`src/rtl/uart_prog_loader.sv`:
```
// Serial program loader: parses 'L' (load) and 'G' (go) frames from the UART byte stream into the CPU program RAM.
// Optional inter-byte timeout is compiled in with `define LOADER_TIMEOUT_EN.
module uart_prog_loader #(
    parameter int ADDR_W         = 9,
    parameter int TIMEOUT_CYCLES = 120000
) (
    input  logic              clk,
    input  logic              resetq,
    input  logic              rx_valid,
    input  logic [7:0]        rx_data,
    output logic              rx_rd,
    input  logic              tx_busy,
    output logic              tx_wr,
    output logic [7:0]        tx_data,
    output logic              mem_we,
    output logic [ADDR_W-1:0] mem_waddr,
    output logic [7:0]        mem_wdata,
    output logic              cpu_hold,
    output logic              cpu_start,
    output logic [ADDR_W-1:0] start_addr
);

    localparam logic [7:0] CMD_LOAD = 8'h4C;
    localparam logic [7:0] CMD_GO   = 8'h47;
    localparam logic [7:0] RSP_OK   = 8'h4B;
    localparam logic [7:0] RSP_ERR  = 8'h45;
    localparam logic [7:0] RSP_TO   = 8'h54;

    typedef enum logic [3:0] {
        S_IDLE, S_ADDR_HI, S_ADDR_LO, S_LEN, S_DATA, S_CHK,
        S_GADDR_HI, S_GADDR_LO, S_GO, S_REPLY_WAIT, S_REPLY_END
    } state_t;

    state_t            state_reg;
    logic [7:0]        hi_reg;
    logic [7:0]        sum_reg;
    logic [7:0]        cnt_reg;
    logic [ADDR_W-1:0] ptr_reg;

    logic              consuming;
    logic              accept;
    logic              timed_out;
    logic [15:0]       addr_full;
    logic [7:0]        sum_next;

    always_comb begin
        consuming = 1'b0;
        case (state_reg)
            S_IDLE, S_ADDR_HI, S_ADDR_LO, S_LEN, S_DATA, S_CHK,
            S_GADDR_HI, S_GADDR_LO: consuming = 1'b1;
            default:                consuming = 1'b0;
        endcase
    end

    // rx_rd doubles as the "accepted last cycle" flag, spacing accepts two cycles apart
    assign accept    = rx_valid && consuming && !rx_rd;
    assign addr_full = {hi_reg, rx_data};
    assign sum_next  = sum_reg + rx_data;

`ifdef LOADER_TIMEOUT_EN
    localparam int TO_W = $clog2(TIMEOUT_CYCLES + 1);
    logic [TO_W-1:0] to_cnt_reg;
    logic            counting;

    assign counting  = (state_reg != S_IDLE) && (state_reg != S_REPLY_WAIT) &&
                       (state_reg != S_REPLY_END);
    assign timed_out = counting && !accept && (to_cnt_reg >= TO_W'(TIMEOUT_CYCLES - 1));

    always_ff @(posedge clk or negedge resetq) begin
        if (!resetq) begin
            to_cnt_reg <= '0;
        end else if (accept || !counting || timed_out) begin
            to_cnt_reg <= '0;
        end else begin
            to_cnt_reg <= to_cnt_reg + TO_W'(1);
        end
    end
`else
    assign timed_out = 1'b0;
`endif

    always_ff @(posedge clk or negedge resetq) begin
        if (!resetq) begin
            state_reg  <= S_IDLE;
            hi_reg     <= '0;
            sum_reg    <= '0;
            cnt_reg    <= '0;
            ptr_reg    <= '0;
            rx_rd      <= 1'b0;
            tx_wr      <= 1'b0;
            tx_data    <= '0;
            mem_we     <= 1'b0;
            mem_waddr  <= '0;
            mem_wdata  <= '0;
            cpu_hold   <= 1'b0;
            cpu_start  <= 1'b0;
            start_addr <= '0;
        end else begin
            rx_rd     <= accept;
            mem_we    <= 1'b0;
            cpu_start <= 1'b0;
            tx_wr     <= 1'b0;
            if (timed_out) begin
                tx_data   <= RSP_TO;
                state_reg <= S_REPLY_WAIT;
            end else begin
                case (state_reg)
                    S_IDLE: if (accept) begin
                        if (rx_data == CMD_LOAD) begin
                            cpu_hold  <= 1'b1;
                            state_reg <= S_ADDR_HI;
                        end else if (rx_data == CMD_GO) begin
                            state_reg <= S_GADDR_HI;
                        end
                    end
                    S_ADDR_HI: if (accept) begin
                        hi_reg    <= rx_data;
                        sum_reg   <= rx_data;
                        state_reg <= S_ADDR_LO;
                    end
                    S_ADDR_LO: if (accept) begin
                        ptr_reg   <= addr_full[ADDR_W-1:0];
                        sum_reg   <= sum_next;
                        state_reg <= S_LEN;
                    end
                    S_LEN: if (accept) begin
                        sum_reg   <= sum_next;
                        cnt_reg   <= rx_data;
                        state_reg <= S_DATA;
                    end
                    // a count of 0 wraps to 255 on the first byte, giving 256 bytes in total
                    S_DATA: if (accept) begin
                        mem_we    <= 1'b1;
                        mem_waddr <= ptr_reg;
                        mem_wdata <= rx_data;
                        ptr_reg   <= ptr_reg + ADDR_W'(1);
                        sum_reg   <= sum_next;
                        cnt_reg   <= cnt_reg - 8'd1;
                        if (cnt_reg == 8'd1) state_reg <= S_CHK;
                    end
                    S_CHK: if (accept) begin
                        sum_reg   <= sum_next;
                        tx_data   <= (sum_next == 8'h00) ? RSP_OK : RSP_ERR;
                        state_reg <= S_REPLY_WAIT;
                    end
                    S_GADDR_HI: if (accept) begin
                        hi_reg    <= rx_data;
                        state_reg <= S_GADDR_LO;
                    end
                    S_GADDR_LO: if (accept) begin
                        start_addr <= addr_full[ADDR_W-1:0];
                        state_reg  <= S_GO;
                    end
                    S_GO: begin
                        cpu_start <= 1'b1;
                        tx_data   <= RSP_OK;
                        state_reg <= S_REPLY_WAIT;
                    end
                    S_REPLY_WAIT: if (!tx_busy) begin
                        tx_wr     <= 1'b1;
                        state_reg <= S_REPLY_END;
                    end
                    S_REPLY_END: begin
                        cpu_hold  <= 1'b0;
                        state_reg <= S_IDLE;
                    end
                    default: state_reg <= S_IDLE;
                endcase
            end
        end
    end

endmodule
```
`config.mk`:
```
export PLATFORM = sky130hd
export DESIGN_NAME = uart_prog_loader
export DESIGN_NICKNAME = d
export VERILOG_FILES = /design/src/rtl/uart_prog_loader.sv
export SDC_FILE = /design/constraint.sdc
export NUM_CORES = 1
export LEC_CHECK = 0
export CAP_MARGIN = 20
export CORE_MARGIN = 2
export CORE_UTILIZATION = 50
export DETAILED_ROUTE_END_ITERATION = 16
export HOLD_SLACK_MARGIN = 0.08
export PLACE_DENSITY_LB_ADDON = 0.08
export SYNTH_ARGS = -nofsm -noshare
export SYNTH_HDL_FRONTEND = slang
export SYNTH_SLANG_ARGS = --single-unit
```
`constraint.sdc`:
```
create_clock -name clk -period 2.4 [get_ports clk]
set_input_delay 0.72 -clock clk [delete_from_list [all_inputs] [get_ports clk]]
set_output_delay 0.72 -clock clk [all_outputs]
set_load 0.02 [all_outputs]
```
### The clock network

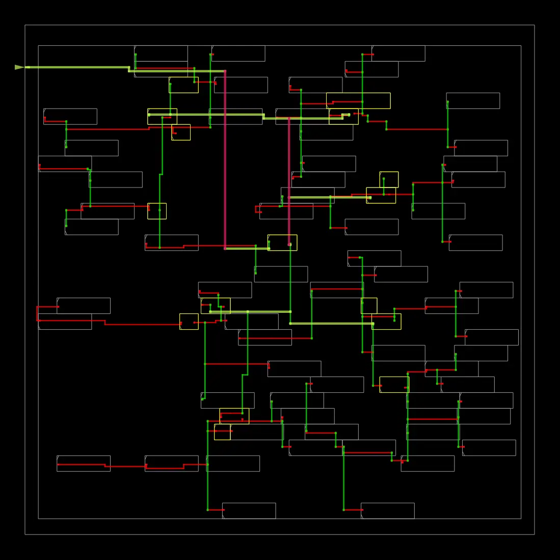
CTS Sinks: 64
skew final: 0.00726 ns

### Routed metal, one colour a layer

The bar under the picture is 20 um long.
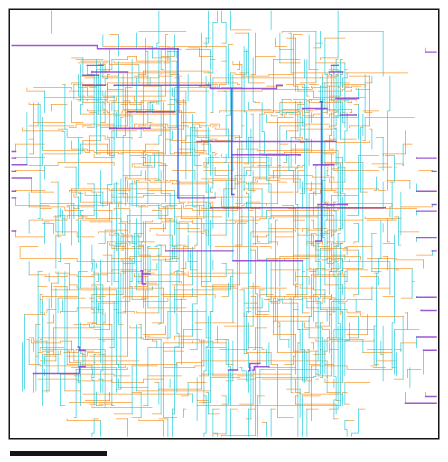
- purple: M3 (wire length 332 um)
- cyan: M2 (wire length 4,510 um)
- orange: M1 (wire length 3,820 um)
- blue: M4 (wire length 80.9 um)
overall routing resource usage: 24.4%
Vias: 3,056
WL per Instance: 16.1 um

### Where the registers sit

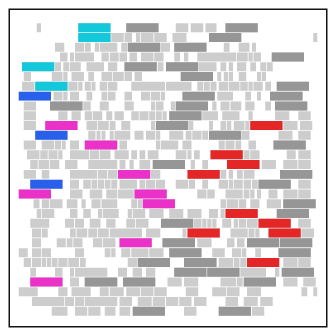
- magenta: sum_reg (sequential cells 8)
- blue: tx_data (sequential cells 3)
- red: ptr_reg (sequential cells 9)
- cyan: state_reg (sequential cells 4; where top left)
- not coloured: 40
register share of the cell area: 34.1%
fin util: 69.1%

area by class of cell:
class | instances | area, um^2 | area share (%)
Clock inverter | 7 | 80.1 | 1.70
Inverter | 9 | 33.8 | 0.719
Timing Repair Buffer | 96 | 857 | 18.2
Tap cell | 96 | 120 | 2.56
Multi-Input combinational cell | 260 | 1880 | 40.0
Sequential cell | 64 | 1600 | 34.1
Clock buffer | 9 | 124 | 2.64
synth_stat cells (4+ instances only):
master,instances
a21oi_1,16
a22oi_1,5
a31oi_1,8
and3_1,6
buf_4,5
clkbuf_1,14
dfrtp_1,64
ha_1,10
inv_1,8
mux2_2,25
mux2i_1,6
nand2_1,28
nand2b_1,5
nand3_1,6
nand3b_1,4
nor2_1,25
nor2b_1,6
nor3_1,9
nor3b_1,5
nor4_1,5
o21a_1,7
o21ai_0,32
routing by layer:
layer  part of all wire, %  vias up
met5                     0        -
met4                  0.92        0
met3                   3.8        7
met2                    52       79
met1                    44     1507
li1                      -     1463
worst reg2reg max path, cell delays in order, from the launching register on:
cell and delay [ns]:
dfrtp_1 0.39, ha_2 0.20, fa_2 0.37, a211o_1 0.31, a2111oi_2 0.29, nand3b_1 0.18, nor2_2 0.05, a31o_2 0.21
timing repair:
| action | CTS | global route |
|---|---|---|
| pin swaps | 7 | 6 |
| endpoints found under the hold margin | 0 | 0 |
| setup buffers | 1 | 1 |
| setup endpoints to repair | 9 | 5 |
| gates resized | 11 | 12 |
layout by cell type, fill, tap and decap left out, types with 7 or more instances in the layout:
master	netlist	layout
clkbuf_8	0	9
mux2_2	25	25
o21ai_0	32	30
buf_4	5	47
clkdlybuf4s50_1	0	41
a21oi_1	16	16
o21a_1	7	7
a31oi_1	8	8
inv_1	8	8
nor3_1	9	9
nor2_1	25	24
dfrtp_1	64	64
nand2_1	28	28
==> results.sh <==
# yosys + openroad results
export IMPL_holdWs_ns=0.323
export IMPL_crit_path_max_incr_delay_ns=0.46
export IMPL_finalWeightedCongestion=0.909
export IMPL_mux_area_share_pct=9.71
export IMPL_fp_util_pct=51.8
export IMPL_min_period_ns=2.33
export IMPL_antenna_found_initial=0
export IMPL_placedInstanceArea_um2=4390
export IMPL_fin_ws_ns=0.0679
export IMPL_grt_busiest_layer="met2"
export IMPL_drt_pass1_iterations=4
export IMPL_finalSetupTns_ns=0
export IMPL_clockBufferDepth=2
export IMPL_ys_seq_share_pct=45.5
export IMPL_power_density_nw_per_um2=1340
export IMPL_slew_viol_final=0
export IMPL_io_pins=51
export IMPL_syn_to_final_growth_pct=33.5
export IMPL_root_buffer="clkbuf_8"
export IMPL_cpMaxStageDelayCell="clkdlybuf4s50_1"
export IMPL_top_cell_area_share_pct=45.5
export IMPL_pg_seq_w=0.00195
export IMPL_comb_power_w=0.00340
export IMPL_grt_pass1_vias=2985
export IMPL_aoi_share_pct=18.8
export IMPL_tool_warnings=28
export IMPL_max_slew_worst_pin_slew_ns=0.588
export IMPL_async_reset_ff_share_pct=100
export IMPL_grt_pass1_wl_mm=14.3
export IMPL_r2r_start="sum_reg[0]"
export IMPL_use_met2_pct=41.6
export IMPL_synth_distinct_cells=59
export IMPL_r2r_cells=7
export IMPL_n_antenna_cell=0
export IMPL_cts_tree="done"
export IMPL_synth_warnings=0
export IMPL_use_met3_pct=5.56
export IMPL_chipArea_um2=7720
export IMPL_synth_area_um2=3520
export IMPL_crit_type="input port to flip-flop"
export IMPL_htree_num_levels=3
export IMPL_topCellsByArea="dfrtp_1 46%, mux2_2 8.0%, o21ai_0 4.6%"
export IMPL_cp_required_ns=2.63
export IMPL_crit_end="state_reg[1]"
export IMPL_reg2reg_slack_ns=0.29
export IMPL_cp_start_kind="input port"
export IMPL_worst_ir_drop_vdd_uv=672
export IMPL_design_final_nets=463
export IMPL_dp_cells=523
export IMPL_netlist_instances=353
export IMPL_pwr_share_seq_pct=30.9
export IMPL_cts_buffers=9
export IMPL_cp_data_arrival_time_ns=2.57
export IMPL_grt_max_degree=33
export IMPL_port_buffers=47
export IMPL_ys_area_um2=3520
export IMPL_wl_mm=8.74
export IMPL_rr_endpoint="tx_data[3]"
export IMPL_crit_path_cell_trace="clkdlybuf4s50_1, buf_4, nand4bb_1, a211o_1, a221oi_4, a211oi_1, a31o_1"
export IMPL_p_int_w=0.00372
export IMPL_power_group_top="combinational logic"
export IMPL_viasPerCell=5.65
export IMPL_final_cells=541
export IMPL_critPathLaunch="rx_data[4]"
export IMPL_max_slew_margin_pct=60.5
export IMPL_max_freq_mhz=429
export IMPL_dr_first_iter_drc_count=99
export IMPL_die_w_um=87.9
export IMPL_ys_flops=64
export IMPL_num_rows=30
export IMPL_syn_area_per_cell_um2=9.96
export IMPL_finalInstanceArea_um2=4700
export IMPL_worst_path_buf_inv=2
export IMPL_outcome="finished clean"
export IMPL_ys_sh_adder_pct=4.13
export IMPL_end_kind="flip-flop"
export IMPL_cap_violations=0
export IMPL_drive_gt1_share_pct=26.3
export IMPL_power_frac_comb_pct=53.8
export IMPL_path_depth=7
export IMPL_top_area_cell="dfrtp_1"
export IMPL_finalCritPeriodShare_pct=97.2
export IMPL_globalRouteMet1Util_pct=30.8
export IMPL_antenna_left=0
export IMPL_route_detailed_drc=0
export IMPL_cts_hold_buffers_added=0
export IMPL_edf_count=0
export IMPL_clk_pin_slew_ns=0.08
export IMPL_power_leakage_nw=2.07
export IMPL_min_path_type="input port to asynchronous set/reset pin"
export IMPL_p_clk_w=0.000962
export IMPL_place_ws_ns=-0.649
export IMPL_fill_cells=545
export IMPL_setup_viol=0
export IMPL_dpl_hpwl_mm=6.46
export IMPL_ys_flop_type="dfrtp_1"
export IMPL_crit_fanout=5
export IMPL_switchingPower_w=0.00259
export IMPL_finalHoldViolCount=0
export IMPL_clock_latency_ns=0.34
export IMPL_grt_overflow=0
export IMPL_power_w=0.00631
export IMPL_clkPwrFrac_pct=15.2
export IMPL_synth_stat_cells=353
export IMPL_synth_xor_area_share_pct=0.996
export IMPL_path_delay_family="AND-OR/OR-AND gates"
export IMPL_top_logic_kind="AND-OR/OR-AND gates"
export IMPL_switching_share_pct=41.1
export IMPL_fp_coreArea_um2=6790
export IMPL_die_h_um=87.9
export IMPL_ys_sh_simple_pct=16.8
